$ cat config.mk
export PLATFORM = sky130hd
export DESIGN_NAME = axi_lite_slave_regs
export DESIGN_NICKNAME = d
export VERILOG_FILES = /design/src/rtl/axi_lite_pkg.sv /design/src/rtl/axi_lite_wr_join.sv /design/src/rtl/axi_lite_slave_regs.sv
export SDC_FILE = /design/constraint.sdc
export NUM_CORES = 1
export LEC_CHECK = 0
export CAP_MARGIN = 30
export CORE_MARGIN = 5
export CORE_UTILIZATION = 50
export DETAILED_ROUTE_END_ITERATION = 12
export PLACE_DENSITY = 0.88
export SLEW_MARGIN = 20
export SYNTH_ARGS = -nofsm -noshare
export SYNTH_HDL_FRONTEND = slang
export SYNTH_HIERARCHICAL = 1
export SYNTH_SLANG_ARGS = --single-unit
$ cat constraint.sdc
create_clock -name aclk -period 2.9 [get_ports aclk]
set_input_delay 0.58 -clock aclk [delete_from_list [all_inputs] [get_ports aclk]]
set_output_delay 0.58 -clock aclk [all_outputs]
set_load 0.05 [all_outputs]
$ cat src/rtl/axi_lite_pkg.sv
// Shared AXI-Lite definitions: response codes and address decode helpers.
// Used by both the register-bank slave and the team's AXI-Lite master.
package axi_lite_pkg;

    localparam logic [1:0] RESP_OKAY   = 2'b00;
    localparam logic [1:0] RESP_EXOKAY = 2'b01;
    localparam logic [1:0] RESP_SLVERR = 2'b10;
    localparam logic [1:0] RESP_DECERR = 2'b11;

    // Number of byte-offset bits below the word index for a given data width.
    function automatic int addr_lsb(input int data_width);
        return $clog2(data_width / 8);
    endfunction

endpackage

$ cat src/rtl/axi_lite_wr_join.sv
// Joins independently arriving AW and W beats. Each is captured and held
// until its partner shows up, then a single-cycle commit strobe is raised
// together with the captured address, data and strobes.
module axi_lite_wr_join
    import axi_lite_pkg::*;
#(
    parameter int ADDR_WIDTH = 32,
    parameter int DATA_WIDTH = 32
) (
    input  logic                    aclk_i,
    input  logic                    areset_i,
    input  logic [ADDR_WIDTH-1:0]   awaddr_i,
    input  logic                    awvalid_i,
    output logic                    awready_o,
    input  logic [DATA_WIDTH-1:0]   wdata_i,
    input  logic [DATA_WIDTH/8-1:0] wstrb_i,
    input  logic                    wvalid_i,
    output logic                    wready_o,
    input  logic                    bvalid_i,
    output logic                    commit_o,
    output logic [ADDR_WIDTH-1:0]   cmt_addr_o,
    output logic [DATA_WIDTH-1:0]   cmt_data_o,
    output logic [DATA_WIDTH/8-1:0] cmt_strb_o
);

    logic                    aw_held_q, aw_held_d;
    logic                    w_held_q,  w_held_d;
    logic [ADDR_WIDTH-1:0]   addr_q,    addr_d;
    logic [DATA_WIDTH-1:0]   data_q,    data_d;
    logic [DATA_WIDTH/8-1:0] strb_q,    strb_d;

    // A pending B response blocks new beats so the response stays unambiguous.
    assign awready_o  = !aw_held_q && !bvalid_i;
    assign wready_o   = !w_held_q  && !bvalid_i;
    assign commit_o   = aw_held_q && w_held_q;
    assign cmt_addr_o = addr_q;
    assign cmt_data_o = data_q;
    assign cmt_strb_o = strb_q;

    // Capture each half on its handshake; release both on commit.
    always_comb begin
        aw_held_d = aw_held_q;
        w_held_d  = w_held_q;
        addr_d    = addr_q;
        data_d    = data_q;
        strb_d    = strb_q;
        if (commit_o) begin
            aw_held_d = 1'b0;
            w_held_d  = 1'b0;
        end
        if (awvalid_i && awready_o) begin
            aw_held_d = 1'b1;
            addr_d    = awaddr_i;
        end
        if (wvalid_i && wready_o) begin
            w_held_d = 1'b1;
            data_d   = wdata_i;
            strb_d   = wstrb_i;
        end
    end

    // Hold flags; reset drops any half-collected transaction.
    always_ff @(posedge aclk_i) begin
        if (areset_i) begin
            aw_held_q <= 1'b0;
            w_held_q  <= 1'b0;
        end else begin
            aw_held_q <= aw_held_d;
            w_held_q  <= w_held_d;
        end
    end

    // Captured payload is only meaningful while its flag is set.
    always_ff @(posedge aclk_i) begin
        addr_q <= addr_d;
        data_q <= data_d;
        strb_q <= strb_d;
    end

endmodule

$ cat src/rtl/axi_lite_slave_regs.sv
// AXI4-Lite register bank: NUM_REGS byte-strobed registers, independent
// read and write paths, contents exported as a flat bus with a write pulse.
module axi_lite_slave_regs
    import axi_lite_pkg::*;
#(
    parameter int ADDR_WIDTH = 32,
    parameter int DATA_WIDTH = 32,
    parameter int NUM_REGS   = 8
) (
    input  logic                           aclk,
    input  logic                           areset,
    input  logic [ADDR_WIDTH-1:0]          awaddr,
    input  logic                           awvalid,
    output logic                           awready,
    input  logic [DATA_WIDTH-1:0]          wdata,
    input  logic [DATA_WIDTH/8-1:0]        wstrb,
    input  logic                           wvalid,
    output logic                           wready,
    output logic [1:0]                     bresp,
    output logic                           bvalid,
    input  logic                           bready,
    input  logic [ADDR_WIDTH-1:0]          araddr,
    input  logic                           arvalid,
    output logic                           arready,
    output logic [DATA_WIDTH-1:0]          rdata,
    output logic [1:0]                     rresp,
    output logic                           rvalid,
    input  logic                           rready,
    output logic [NUM_REGS*DATA_WIDTH-1:0] reg_out,
    output logic                           wr_pulse,
    output logic [$clog2(NUM_REGS)-1:0]    wr_idx
);

    localparam int IDX_W    = $clog2(NUM_REGS);
    localparam int STRB_W   = DATA_WIDTH / 8;
    localparam int ADDR_LSB = addr_lsb(DATA_WIDTH);

    // Word index taken from just above the byte-offset bits.
    function automatic logic [IDX_W-1:0] addr_idx(input logic [ADDR_WIDTH-1:0] a);
        return a[ADDR_LSB +: IDX_W];
    endfunction

    // In range only when the index exists and no higher address bit is set.
    function automatic logic addr_ok(input logic [ADDR_WIDTH-1:0] a);
        logic [ADDR_WIDTH-1:0] hi;
        hi = a >> (ADDR_LSB + IDX_W);
        return (hi == '0) && (int'(addr_idx(a)) < NUM_REGS);
    endfunction

    logic [DATA_WIDTH-1:0] regs_q [NUM_REGS];
    logic [DATA_WIDTH-1:0] regs_d [NUM_REGS];

    logic                  bvalid_q;
    logic [1:0]            bresp_q;
    logic                  rvalid_q;
    logic [DATA_WIDTH-1:0] rdata_q;
    logic [1:0]            rresp_q;
    logic                  wr_pulse_q;
    logic [IDX_W-1:0]      wr_idx_q;

    logic                  commit;
    logic [ADDR_WIDTH-1:0] cmt_addr;
    logic [DATA_WIDTH-1:0] cmt_data;
    logic [STRB_W-1:0]     cmt_strb;
    logic                  cmt_ok;
    logic [IDX_W-1:0]      cmt_idx;
    logic                  ar_hs;

    axi_lite_wr_join #(
        .ADDR_WIDTH (ADDR_WIDTH),
        .DATA_WIDTH (DATA_WIDTH)
    ) u_wr_join (
        .aclk_i     (aclk),
        .areset_i   (areset),
        .awaddr_i   (awaddr),
        .awvalid_i  (awvalid),
        .awready_o  (awready),
        .wdata_i    (wdata),
        .wstrb_i    (wstrb),
        .wvalid_i   (wvalid),
        .wready_o   (wready),
        .bvalid_i   (bvalid_q),
        .commit_o   (commit),
        .cmt_addr_o (cmt_addr),
        .cmt_data_o (cmt_data),
        .cmt_strb_o (cmt_strb)
    );

    assign cmt_ok  = addr_ok(cmt_addr);
    assign cmt_idx = addr_idx(cmt_addr);
    assign arready = !rvalid_q;
    assign ar_hs   = arvalid && arready;

    assign bvalid   = bvalid_q;
    assign bresp    = bresp_q;
    assign rvalid   = rvalid_q;
    assign rdata    = rdata_q;
    assign rresp    = rresp_q;
    assign wr_pulse = wr_pulse_q;
    assign wr_idx   = wr_idx_q;

    for (genvar i = 0; i < NUM_REGS; i++) begin : g_reg_out
        assign reg_out[i*DATA_WIDTH +: DATA_WIDTH] = regs_q[i];
    end

    // Byte-merge the committed write into the addressed register.
    always_comb begin
        regs_d = regs_q;
        if (commit && cmt_ok) begin
            for (int k = 0; k < STRB_W; k++) begin
                if (cmt_strb[k]) begin
                    regs_d[cmt_idx][k*8 +: 8] = cmt_data[k*8 +: 8];
                end
            end
        end
    end

    // Register array storage.
    always_ff @(posedge aclk) begin
        if (areset) begin
            for (int i = 0; i < NUM_REGS; i++) begin
                regs_q[i] <= '0;
            end
        end else begin
            regs_q <= regs_d;
        end
    end

    // Write response and commit notification.
    always_ff @(posedge aclk) begin
        if (areset) begin
            bvalid_q   <= 1'b0;
            bresp_q    <= RESP_OKAY;
            wr_pulse_q <= 1'b0;
            wr_idx_q   <= '0;
        end else begin
            wr_pulse_q <= commit && cmt_ok;
            if (commit) begin
                bvalid_q <= 1'b1;
                bresp_q  <= cmt_ok ? RESP_OKAY : RESP_SLVERR;
                if (cmt_ok) begin
                    wr_idx_q <= cmt_idx;
                end
            end else if (bvalid_q && bready) begin
                bvalid_q <= 1'b0;
            end
        end
    end

    // Read path: sample the register before any same-edge write lands.
    always_ff @(posedge aclk) begin
        if (areset) begin
            rvalid_q <= 1'b0;
            rdata_q  <= '0;
            rresp_q  <= RESP_OKAY;
        end else if (ar_hs) begin
            rvalid_q <= 1'b1;
            rdata_q  <= addr_ok(araddr) ? regs_q[addr_idx(araddr)] : '0;
            rresp_q  <= addr_ok(araddr) ? RESP_OKAY : RESP_SLVERR;
        end else if (rvalid_q && rready) begin
            rvalid_q <= 1'b0;
        end
    end

endmodule

### Clock nets

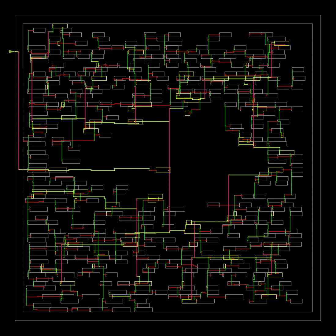
TritonCTS Buffers: 39
layout sequential cell count: 364
Final Skew: 21.65 ps
clk sinks: 364
Clock buffer cells: 62

### Met1 routing

Scale: 2 px per um.
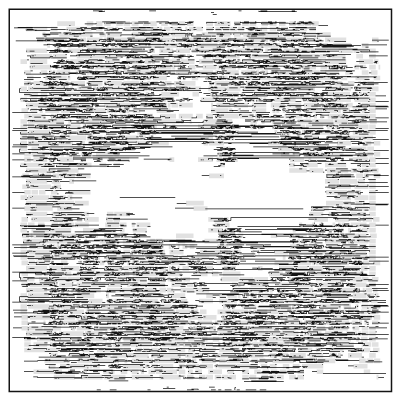
- share of all routed wire: 37%
- main direction: horizontal

### Local utilization

Scale: 1.5 px per um. 19 x 19 tiles, from black (low) to pale yellow (high), 0 to 100% covered.
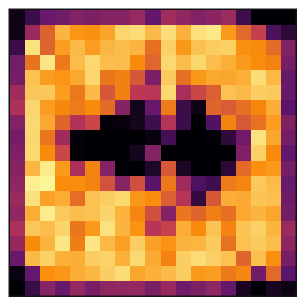
- fullest tile: 98%
- nearly empty tiles: 8.0%
- mean over tiles: 58%
- emptiest ninth of the die: centre

### Cells coloured by class

Scale: 2 px per um. Fill, decap, tap and diode cells in grey.
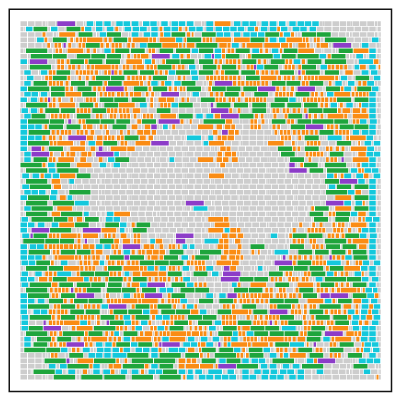
- registers: green (cells 364)
- remaining logic cells: orange (cells 1111)
- clock drivers and dummy loads: purple (cells 72)
- remaining buffers and delay cells: cyan (cells 437)

==> deck_impl_summary.md <==
Synthesis and Place & Route Summary

Critical path
  • CP Launch Type: flop
  • CP arrival: 3050 ps
  • Crit-path max FO: 33
  • Worst endpoint required time: about 3300 ps
  • Worst R2R Path Depth: 5
  • Reg-to-reg slack, setup: 250 ps
  • Reg2reg end: reg_out[124]
  • Setup crit end kind: flop
  • Crit Path Category: flop to flop

Min path
  • Hold depth: 2
  • Hold Crit Class: flop to flop
  • Worst Hold End: rdata[8]

Final layout
  • Number of diodes: 1
  • Multi-In Gates: around 1100
  • Top cell category: sequential cells
  • Buffers excl. clock: approximately 440
  • Fillers: roughly 2400
  • Final std cells w/o fill: 2427
  • Commonest Layout Cell: clkdlybuf4s50_1
  • NonClk Buf Share: 0.2055
  • Top cells excl fill/tap: clkdlybuf4s50_1, dfxtp_1, a21oi_1
  • Flop area: ~7900 um^2
  • Clk tree area frac: 0.05535
  • Logic share of the area: 0.3452
  • Inverters, non-clock: 3
  • Final nets: about 2100
  • Layout cells sized above 1: 0.1094

Power
  • Power in combinational cells: about 580 uW
  • Leakage: 6.825 nW
  • Clock network power: approximately 4.7 mW
  • Max power group: sequential cells
  • Sequential share of power: 0.502
  • PD cells: around 490 nW/um^2
  • Switching Share: 0.2304
  • Clock share of power: 0.444
  • Comb power frac: 0.054
  • Psw: about 2.5 mW

GRT
  • GRT overflow: 0
  • First-pass GRT wire length: slightly below 90 mm
  • Gr usage total: 0.3062
  • Initial antenna violation count: 1
  • Largest net degree at the start of global routing: between 200 and 300
  • GR peak layer: met2
  • Grt met3 use: 0.05950

CTS
  • H-tree depth: 2
  • Postcts setup bufs: 0
  • Insertion Delay late pin: approximately 530 ps
  • Resize count post-CTS: 0
  • CTS Buffer Depth: 3
  • CTS tree: built
  • Clk slew on worst S/H paths: approximately 60 ps

Floorplanning
  • # Taps: ~440
  • Row Count: 66
  • Die Width: between 150 and 200 um
  • Fp util: 0.5026
  • Core area: roughly 32000 um^2
  • Chip height: ~190 um

STA
  • Setup_tns: 0 ps
  • F_max: roughly 380 MHz
  • Min Tclk post-route: about 2700 ps
  • Worst Tran Pin Value: between 1000 and 1500 ps
  • Hold slack final: roughly 450 ps
  • Slew HR: 0.2462
  • RSZ-0062 raised after global routing: false
  • Period utilization: 0.9148
  • Setup Viol. Count Final: 0
  • Slew Limit Fails: 0
  • Setup WS post-layout: roughly 250 ps

Job
  • Max-cap violations: 0
  • Total tool warning count: 32

Routing
  • Final ANT Viol Nets: 0
  • Final WL: 57.93 mm
  • WL met3: 6.352 mm
  • Initial DRC Count: about 1700
  • Met1 wire length: 21.42 mm
  • Drt pass-1 iters: 6
  • WL/cell: around 24 um
  • DR vias: 15800
  • WL met2: 27.50 mm
  • DRC Markers: 0
  • DR top layer: met4

Placed design
  • PortBufs: approximately 400
  • Post-DP Area: 20410 um^2
  • GP Congestion: 0.8364
  • Pre-CTS setup slack: roughly 280 ps

Logic synthesis
  • Warnings from Yosys: 6
  • Mapped Cells: roughly 1700
  • Post-Syn Area: 16270 um^2

Outcome
  • Outcome: finished, final reports clean
how the worst max path moves through the flow:
stage / startpoint / endpoint / slack, ps
5_1_grt: u_wr_join/cmt_addr_o[28] / reg_out[124] / 170
2_1_floorplan: bvalid / u_wr_join/cmt_data_o[0] / 400
6_report: u_wr_join/cmt_addr_o[28] / reg_out[124] / 250
3_5_place_dp: u_wr_join/cmt_addr_o[28] / reg_out[121] / 280
4_1_cts: u_wr_join/cmt_addr_o[28] / reg_out[124] / 280
3_3_place_gp: u_wr_join/cmt_addr_o[28] / reg_out[126] / 340
critical path, stage by stage, from the launching register on:
cell and delay [ps]:
edfxtp_1 400, or4_2 720, buf_12 220, or4_1 820, o21ai_1 240, a21oi_1 90
Power and IR drop assume default switching activity.
